==> run_1/wires.png <==
Bar = 20 um. Only two layers are drawn.
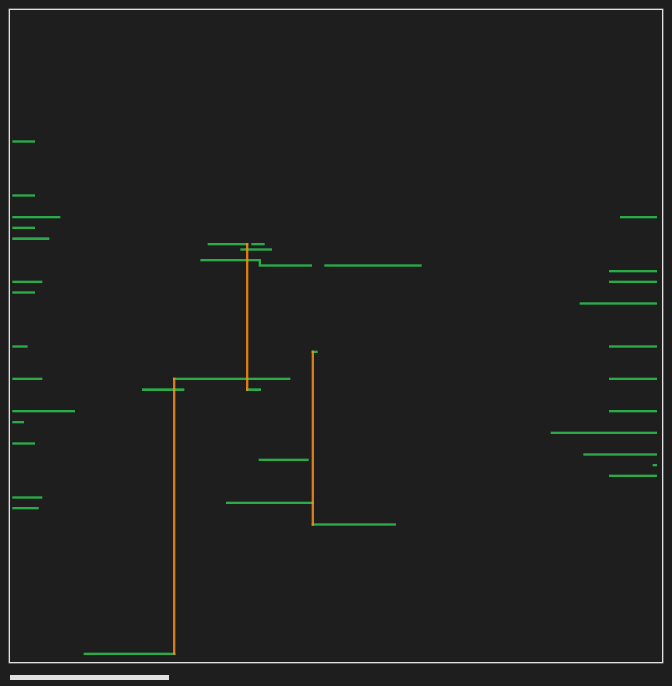
==> run_1/layer_met1.png <==
Bar = 20 um. Cells faint in the background.
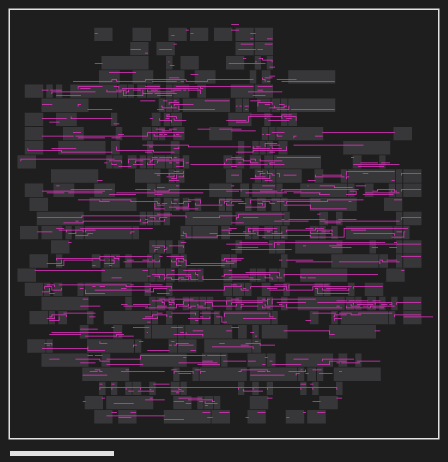
==> run_1/metal_density.png <==
The die is cut into 16 by 16 equal tiles; white is low, dark blue is high, scaled to the fullest tile. Values are wire area over tile area, all layers added.
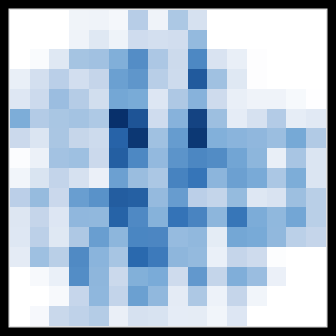
<file path="config.mk">
export PLATFORM = sky130hd
export DESIGN_NAME = lcd_hex_writer
export DESIGN_NICKNAME = d
export VERILOG_FILES = /design/src/rtl/lcd_hex_writer.sv
export SDC_FILE = /design/constraint.sdc
export NUM_CORES = 1
export LEC_CHECK = 0
export ABC_AREA = 1
export CORE_UTILIZATION = 35
export CTS_CLUSTER_SIZE = 16
export DETAILED_ROUTE_END_ITERATION = 10
export RECOVER_POWER = 100
export SYNTH_ARGS = -nofsm -noshare
export SYNTH_HDL_FRONTEND = slang
export SYNTH_SLANG_ARGS = --single-unit
</file>
<file path="constraint.sdc">
create_clock -name i_clk -period 5.8 [get_ports i_clk]
set_input_delay 1.16 -clock i_clk [delete_from_list [all_inputs] [get_ports i_clk]]
set_output_delay 1.16 -clock i_clk [all_outputs]
set_load 0.05 [all_outputs]
</file>
<file path="src/rtl/lcd_hex_writer.sv">
// Writes a value as NIBBLES uppercase hex characters to an HD44780-style LCD: one address command, then digits MSD first.
// Transfers at edges t+1..t+NIBBLES+1 after acceptance at t; downstream stalls freeze the offered byte and the sequence.
module lcd_hex_writer #(
   parameter int NIBBLES = 8
) (
   input  logic        i_clk,
   input  logic        i_reset,
   input  logic        i_req_valid,
   output logic        o_req_ready,
   input  logic [31:0] i_req_value,
   input  logic        i_req_line,
   input  logic [3:0]  i_req_col,
   output logic        o_byte_valid,
   input  logic        i_byte_ready,
   output logic [7:0]  o_byte_data,
   output logic        o_byte_rs,
   output logic        o_busy,
   output logic        o_done
);

   typedef enum logic [1:0] {
      S_IDLE,
      S_SET_ADDR,
      S_DIGIT
   } state_t;

   localparam logic [2:0] K_FIRST = 3'(NIBBLES - 1);

   state_t      state_q, state_d;
   logic [31:0] value_q, value_d;
   logic        line_q, line_d;
   logic [3:0]  col_q, col_d;
   logic [2:0]  k_q, k_d;
   logic        done_q, done_d;

   logic        xfer;
   logic [3:0]  nib;
   logic [7:0]  ascii;

   always_ff @(posedge i_clk or posedge i_reset) begin
      if (i_reset) begin
         state_q <= S_IDLE;
         value_q <= '0;
         line_q  <= 1'b0;
         col_q   <= '0;
         k_q     <= '0;
         done_q  <= 1'b0;
      end else begin
         state_q <= state_d;
         value_q <= value_d;
         line_q  <= line_d;
         col_q   <= col_d;
         k_q     <= k_d;
         done_q  <= done_d;
      end
   end

   // Outputs decode straight from state, so an async reset drops them without waiting for an edge.
   always_comb begin
      nib          = 4'(value_q >> {k_q, 2'b00});
      ascii        = (nib < 4'd10) ? (8'h30 + {4'h0, nib}) : (8'h37 + {4'h0, nib});
      o_req_ready  = (state_q == S_IDLE);
      o_busy       = (state_q != S_IDLE);
      o_byte_valid = (state_q != S_IDLE);
      o_byte_rs    = (state_q == S_DIGIT);
      o_done       = done_q;
      xfer         = o_byte_valid && i_byte_ready;
      case (state_q)
         S_SET_ADDR: o_byte_data = {1'b1, line_q, 2'b00, col_q};
         S_DIGIT:    o_byte_data = ascii;
         default:    o_byte_data = 8'h00;
      endcase
   end

   always_comb begin
      state_d = state_q;
      value_d = value_q;
      line_d  = line_q;
      col_d   = col_q;
      k_d     = k_q;
      done_d  = 1'b0;
      case (state_q)
         S_IDLE: begin
            if (i_req_valid) begin
               value_d = i_req_value;
               line_d  = i_req_line;
               col_d   = i_req_col;
               state_d = S_SET_ADDR;
            end
         end
         S_SET_ADDR: begin
            if (xfer) begin
               k_d     = K_FIRST;
               state_d = S_DIGIT;
            end
         end
         S_DIGIT: begin
            if (xfer) begin
               if (k_q == 3'd0) begin
                  done_d  = 1'b1;
                  state_d = S_IDLE;
               end else begin
                  k_d = k_q - 3'd1;
               end
            end
         end
         default: state_d = S_IDLE;
      endcase
   end

endmodule

</file>
==> Changelog: implementation, run 1 <==
### Metrics

* Outcome: finished with violations
* Failing checks: max-capacitance violations, max-slew violations
* Worst path cell trace: inv_4, nand2_1, nand3_1, nand2_1, nand2_1, nand2_1, inv_1, ha_1, nand2_2, inv_1, nand2_1, nand3_1, a21oi_1, dlygate4sd3_1
* Critical Path RT at 4640 ps
* Final setup fails at 0
* Startpoint type of the worst setup path: flop
* Gr usage total at 0.160
* Layout cell share with drive strength beyond 1 at 0.0682
* Most frequent CP cell: nand2_1
* ANT cells at 0
* Setup bufs post-CTS at 0
* Post-Syn Instances at 287
* Worst slew pin tran at 2280 ps
* Largest net degree at the start of global routing at 67
* Worst setup margin at 1530 ps
* Seq pwr share at 0.323
* Worst skew pair latency at 300 ps
* Syn_area_per_cell at 7.85 um^2
* R2R depth at 4
* Max_cap viols at 2
* CP max stage delay at 890 ps
* WL per Instance at 11.4 um
* Combinational power share at 0.562
* CTS tree: done
* Register bit total from synthesis at 43
* Max Root-Sink Buffers at 2
* Synth Warn # at 0
* CTS buffer count at 5
* Total Nets Final at 383
* H-tree depth at 2
* Area delta synth->final at 28.2%
* Hold Vio Cnt, Final at 0
* Register area share after synthesis at 0.478
* Yosys synthesis chip area at 2250 um^2
* Initial antenna violation count at 0
* Slowest CP cell: dlygate4sd3_1
* DP Area at 2810 um^2
* DRC violations left at 0
* Part of the cycle the worst path needs at 0.736
* Cell total after placement at 404
* Post-Place Setup Slack at 1890 ps
* Leakage Power at 0.00146 uW
* Int Pwr at 833 uW
* Clock Sinks at 43
* Netlist cell types at 23
* Final wirelength at 4710 um
* TritonRoute pass-1 iters at 4
* Vias per cell at 4.62
* OpenROAD warnings at 29
* Number of gates resized after CTS at 0
* Final Max Slew Viols at 111
* Non-Filler Instances at 412
* Met1 Routed Length at 2250 um
* Final min period at 4270 ps
* Routed vias at 1902
* Gp weighted congestion at 0.819
* DRT iter0 DRCs at 147
* Peak VDD IR at 0.000241 V
* P_sw at 763 uW
* Chip height at 82.2 um
* Switching Fraction at 0.478
* Post-synthesis net count at 334
* Routed wl met3 at 213 um
* Number of global-route vias before repair at 1845
* Clock skew at 9.29 ps
* Crit path DAT at 3110 ps
* Clock Power Share at 0.115
* Ys cells at 287
* DR top layer: met4
* RSZ-0062 raised after global routing: false
* Met2 WL post-DR at 2180 um
* Rel. slew slack at -0.520
* Gr ovfl total at 0
* Setup TNS at 0 ps
* Die W at 82.2 um
* HPWL after DPL at 3420 um
* Critical path type: flop to output pin
* Fp util at 0.372
* Post-synth design cell area at 2250 um^2
* Die Footprint at 6760 um^2
* Core Area at 6060 um^2
* Hold Path Depth at 1
* Finished Cell Area at 2890 um^2
* I/O pins at 54
* Utilization after layout at 0.476
* Clk root buf: clkbuf_8
* FMAX at 234 MHz
* Worst-path maximum fanout at 19
* Antenna-violating nets left at 0
* Row cnt at 28
* Power Dens Cells at 553 nW/um^2
* Buffers on Ports at 53
* Worst-path clk slew at 90 ps
* First-pass GRT wire length at 8110 um
* Worst Hold Class: flop to flop
* Crit end category: output pin
* Hold_buf cts at 0
About wires.png:
| color | layer | wire length |
|---|---|---|
| green | metal 3 | 213 um |
| orange | metal 4 | 74.8 um |

About layer_met1.png:
share of all routed wire: 48%
wire length on this layer: 2250 um
longest straight run: 45.5 um
main direction: horizontal
nets with wire on the layer: 326

About metal_density.png:
tiles over half the peak: 18%
nearly empty tiles: 18%
emptiest ninth of the die: north-east
densest ninth of the die: center

## run 1: critical path, delay by kind of cell (launching register included)
kind                       cells  cell delay, ps
AOI/OAI and AO/OA              1             150
adders and majority gates      1             220
DFF                            1             700
buffers and inverters          4            1180
and+or+nand+nor                8             570
## run 1: placed cells by master (no fill, tap or decap), drive strengths merged, types with 3 or more instances in the layout
master,n
clkinv,3
inv,47
nand2,63
nor2,36
o21ai,8
mux2,8
dlygate4sd3,16
nand3,26
dfrtp,43
clkbuf,6
a21oi,33
clkdlybuf4s50,37
ha,6
## run 1: Yosys cell counts
master / instances / area, um^2
a21oi_1: 33 / 165
ha_1: 6 / 75.1
o21ai_2: 1 / 8.76
o31ai_1: 1 / 7.51
buf_1: 1 / 3.75
inv_2: 1 / 3.75
dfrtp_1: 43 / 1080
nor3_1: 1 / 5.00
o211ai_1: 1 / 7.51
clkbuf_1: 5 / 18.8
nand2_2: 4 / 25.0
buf_6: 3 / 33.8
mux2_2: 8 / 90.1
inv_1: 45 / 169
nand3_1: 26 / 130
a31oi_1: 1 / 6.26
nand2_1: 59 / 221
o21ai_0: 7 / 35.0
buf_4: 2 / 15.0
buf_2: 1 / 5.00
nor2_1: 36 / 135
xor2_1: 1 / 8.76
inv_4: 1 / 6.26
## run 1: flip-flops by register name (all words and copies together) (netlist names)
name	count
state_q	2
o_done	1
line_q	1
col_q	4
value_q	32
k_q	3
## run 1: power groups by stage
stage          Clock [uW]  Sequential [uW]  Combinational [uW]
2_1_floorplan           0              483                 740
3_3_place_gp            0              519                 901
3_5_place_dp            0              522                 915
4_1_cts               192              516                 916
5_1_grt               207              537                1000
6_report              184              515                 897
## run 1: stage by stage
stage | hold slack [ps] | power (uW)
5_1_grt | 527 | 1750
6_report | 512 | 1600
2_1_floorplan | 474 | 1220
3_3_place_gp | 491 | 1420
4_1_cts | 513 | 1620
3_5_place_dp | 493 | 1440
## run 1: cells by family after synthesis
| group | after synthesis | synth area share |
|---|---|---|
| fa+ha+maj | 6 | 0.0333 |
| flops | 43 | 0.478 |
| xor+xnor | 1 | 0.00389 |
| buf+inv | 59 | 0.113 |
| simple gates | 126 | 0.229 |
| compound gates | 44 | 0.102 |
| mux | 8 | 0.0400 |
## run 1: final timing paths
check / from / endpoint / slack [ps]
max in group asynchronous: i_reset / state_q[0]$_DFFE_PP0P_ / 2360
setup reg to reg: state_q[0]$_DFFE_PP0P_ / value_q[8]$_DFFE_PP0P_ / 3140
hold reg to reg: col_q[1]$_DFFE_PP0P_ / col_q[1]$_DFFE_PP0P_ / 510
setup / recovery: k_q[0]$_DFFE_PP0P_ / o_byte_data[2] / 1530
min in group asynchronous: i_reset / col_q[1]$_DFFE_PP0P_ / 2120
hold / removal: col_q[1]$_DFFE_PP0P_ / col_q[1]$_DFFE_PP0P_ / 510
## run 1: cell type report
cell class              instances  area [um^2]
clock inverters                 3         15.0
clock buffers                   5         68.8
fillers                       638         3170
multi-input cells             185          921
well taps                      75         93.8
inverters                      47          179
repair buffers                 54          534
flip-flops and latches         43         1080
## run 1: per-layer routing
metal  vias up  GRT usage
met1       854      0.202
met2        44      0.256
met4         0     0.0632
li1        997          -
met3         7     0.0462
met5         -          0
==> run_1/congestion.png <==
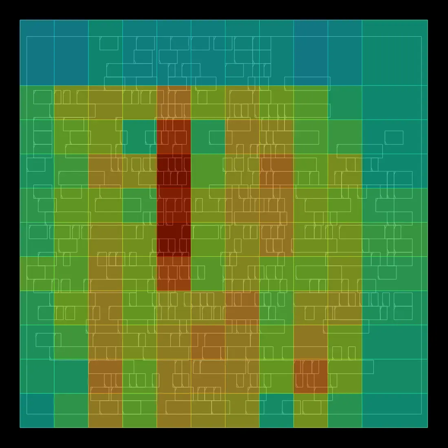

==> run 2: changes to the inputs <==
clock period = 4.4 ns   (was 5.8 ns; I/O delays follow)
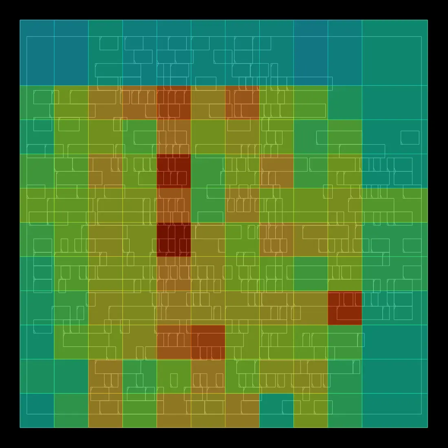
(run_2/congestion.png)
utilization after layout: 0.479
GR peak layer: met2
met3 Use GR: 0.0527

==> run 2 against run 1 <==
Against the previous run:
- the flow still finishes with violations (max-capacitance violations, max-slew violations)
- non-clock buffer count did not move
- critical path depth did not move
- final cell count did not move
- routed wire length fell by 0.95%
- via count fell by 0.16%
- largest power group unchanged
==> Changelog: implementation, run 2 <==
### Metrics

* Outcome: finished with violations
* Failing checks: max-capacitance violations, max-slew violations
* Power Dens Cells at 733 nW/um^2 (+33%)
* OpenROAD warnings at 29 (unchanged)
* Buffers on Ports at 53 (unchanged)
* Fp util at 0.372 (unchanged)
* Vias per cell at 4.61 (-0.16%)
* Post-Syn Instances at 287 (unchanged)
* Worst-path clk slew at 80 ps (about the same)
* Top cell excl fill/tap: nand2_1
* Non-Filler Instances at 412 (unchanged)
* DRT iter0 DRCs at 91 (-38%)
* Most frequent cells in the layout: 59 x nand2_1, 45 x inv_1, 43 x dfrtp_1
* Finished Cell Area at 2900 um^2 (+0.56%)
* Hold Vio Cnt, Final at 0 (unchanged)
* Row cnt at 28 (unchanged)
* Final min period at 3990 ps
* Number of gates resized after CTS at 0 (unchanged)
* Core Area at 6060 um^2 (unchanged)
* R2R depth at 4 (unchanged)
* Die W at 82.2 um (unchanged)
* Syn_area_per_cell at 7.85 um^2 (unchanged)
* Synth Warn # at 0 (unchanged)
* Combinational power share at 0.551 (-0.011)
* Final setup fails at 0 (unchanged)
* Biggest registers after layout: value_q x32, col_q x4, k_q x3
* Antenna-violating nets left at 0 (unchanged)
* Critical Path RT at 3520 ps (-1120 ps)
* Reg2reg setup slack at 1710 ps (-1430 ps)
* Cell total after placement at 404 (unchanged)
* Worst slew pin tran at 1980 ps (-302 ps)
* Gp weighted congestion at 0.829 (+1.2%)
* RSZ-0062 raised after global routing: false
* Gr ovfl total at 0 (unchanged)
* H-tree depth at 2 (unchanged)
* Register bit total from synthesis at 43 (unchanged)
* Crit path launch: k_q[0]$_DFFE_PP0P_
* Post-synthesis net count at 334 (unchanged)
* Yosys synthesis chip area at 2250 um^2 (unchanged)
* First-pass GRT wire length at 8230 um (+1.5%)
* Post-synth design cell area at 2250 um^2 (unchanged)
* Int Pwr at 1130 uW (+36%)
* Final Max Slew Viols at 67 (-40%)
* Synth area leaders: dfrtp_1 48%, nand2_1 9.8%, inv_1 7.5%, a21oi_1 7.3%, nor2_1 6.0%
* Netlist cell types at 23 (unchanged)
* Ys cells at 287 (unchanged)
* DRC violations left at 0 (unchanged)
* Die Footprint at 6760 um^2 (unchanged)
* Clock Sinks at 43 (unchanged)
* P_sw at 996 uW (+30%)
* WL per Instance at 11.3 um (-0.95%)
* Peak VDD IR at 0.000352 V (+46%)
* Area delta synth->final at 28.9%
* Seq pwr share at 0.319 (-0.004)
* I/O pins at 54 (unchanged)
* Crit end category: output pin
* Reg-to-Reg Start: state_q[0]$_DFFE_PP0P_
* Critical path type: flop to output pin
* Synth async-reset ratio at 1.00 (unchanged)
* Hold Worst Slack at 509 ps (-2.54 ps)
* Clock skew at 4.88 ps (-4.41 ps)
* Clock Power Share at 0.130 (+0.015)
* Largest net degree at the start of global routing at 67 (unchanged)
* Top cells by count: 59 x nand2_1, 45 x inv_1, 43 x dfrtp_1
* DP Area at 2810 um^2 (unchanged)
* HPWL after DPL at 3450 um (+0.90%)
* Initial antenna violation count at 0 (unchanged)
* Register area share after synthesis at 0.478 (unchanged)
* TritonRoute pass-1 iters at 4 (unchanged)
* Top-count cell post-synth: nand2_1
* Chip height at 82.2 um (unchanged)
* FMAX at 250 MHz
* Hold_buf cts at 0 (unchanged)
* Gr usage total at 0.162 (+0.00286)
* Switching Fraction at 0.468 (-0.0104)
* Crit path DAT at 3110 ps (about the same)
* Layout cell share with drive strength beyond 1 at 0.0653 (-0.00297)
* Setup bufs post-CTS at 0 (unchanged)
* Flip-flops with a built-in enable at 0 (unchanged)
* Final wirelength at 4670 um (-0.95%)
* Number of flip-flops in the largest register at 32 (unchanged)
* Leakage Power at 0.00146 uW (+0.24%)
* Worst Hold Class: flop to flop
* Crit path to: o_byte_data[2]
* Startpoint type of the worst setup path: flop
* ANT cells at 0 (unchanged)
* Rel. slew slack at -0.322 (+0.198)
* Area leader share at 0.478 (unchanged)
* CTS buffer count at 5 (unchanged)
* CTS tree: done
* Total Nets Final at 383 (unchanged)
* Leading area contributor after synthesis: dfrtp_1
* Setup TNS at 0 ps (unchanged)
* HP Start: value_q[0]$_DFFE_PP0P_
* Routed vias at 1899 (-0.16%)
* Synth Flop Type: dfrtp_1
* Part of the cycle the worst path needs at 0.908
* Number of global-route vias before repair at 1890 (+2.4%)
* Worst skew pair latency at 300 ps (about the same)
* Max Root-Sink Buffers at 2 (unchanged)
* Worst-path maximum fanout at 19 (unchanged)
* Clk root buf: clkbuf_8
* Max_cap viols at 1 (-1)
* Top reg by flops: value_q
* Critical R2R Capture: value_q[8]$_DFFE_PP0P_
* Hold Path Depth at 1 (unchanged)
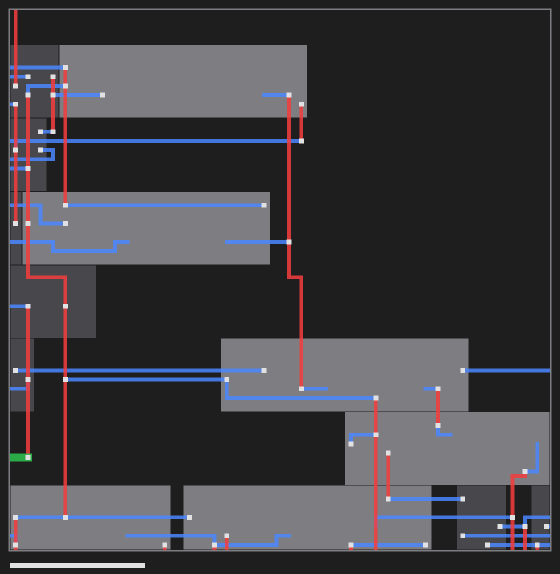
(run_2/detail.png)
Bar = 5 um. Region (52, 52) to (72, 72) um. Cells in gray, sequential cells in the stronger gray; small squares are vias.
| color | layer |
|---|---|
| green | metal 3 |
| red | metal 2 |
| blue | metal 1 |
sequential cells in the window: 6
cells with their middle in the window: 12
netlist names of flops here include: state_q (2), value_q (2)
most frequent: dfrtp_1 (6)

-- run 2: cell type report --
| class | instances | area [um^2] |
|---|---|---|
| clock buffer | 8 | 100 |
| inverter | 47 | 179 |
| timing repair buffer | 54 | 534 |
| tap | 75 | 93.8 |
| multi-input combinational | 185 | 921 |
| fill | 600 | 3160 |
| sequential | 43 | 1080 |
-- run 2: kinds of logic after synthesis --
family	count (synthesis)	synth area share
flops	43	0.478
buf+inv	59	0.113
simple gates	126	0.229
mux	8	0.0400
xor+xnor	1	0.00389
fa+ha+maj	6	0.0333
compound gates	44	0.102
-- run 2: worst max-delay path: stages, from the launching register on --
cell,delay [ps]
dfrtp_1,700
inv_4,180
nand2_1,110
nand3_1,70
nand2_1,80
nand2_1,50
nand2_1,90
inv_1,60
ha_1,220
nand2_2,80
inv_1,40
nand2_1,40
nand3_1,60
a21oi_1,150
dlygate4sd3_1,890
-- run 2: power by group through the flow --
stage	Combinational [uW]	Clock, uW	Sequential, uW
after global placement	1190	0	683
after floorplan	976	0	636
final	1170	276	680
after global routing	1330	305	703
after CTS	1210	287	680
after detailed placement	1200	0	686
-- run 2: how the worst min path moves through the flow --
stage	to	slack (ps)
after detailed placement	line_q$_DFFE_PP0P_	490
after global placement	col_q[2]$_DFFE_PP0P_	490
after global routing	value_q[0]$_DFFE_PP0P_	540
after CTS	value_q[0]$_DFFE_PP0P_	510
final	value_q[0]$_DFFE_PP0P_	510
after floorplan	value_q[0]$_DFFE_PP0P_	470
-- run 2: metal layers --
layer | GRT usage | up-vias | wire, um
met1 | 0.211 | 861 | 2270
met3 | 0.0527 | 6 | 221
met4 | 0.0719 | 0 | 82
li1 | - | 989 | -
met5 | 0 | - | 0
met2 | 0.246 | 43 | 2090
-- run 2: through the flow --
stage	setup WS, ps	power (uW)
3_3_place_gp	843	1870
5_1_grt	176	2340
3_5_place_dp	790	1890
4_1_cts	435	2170
2_1_floorplan	1020	1610
6_report	406	2130
Power is estimated from default activity; no workload was simulated.
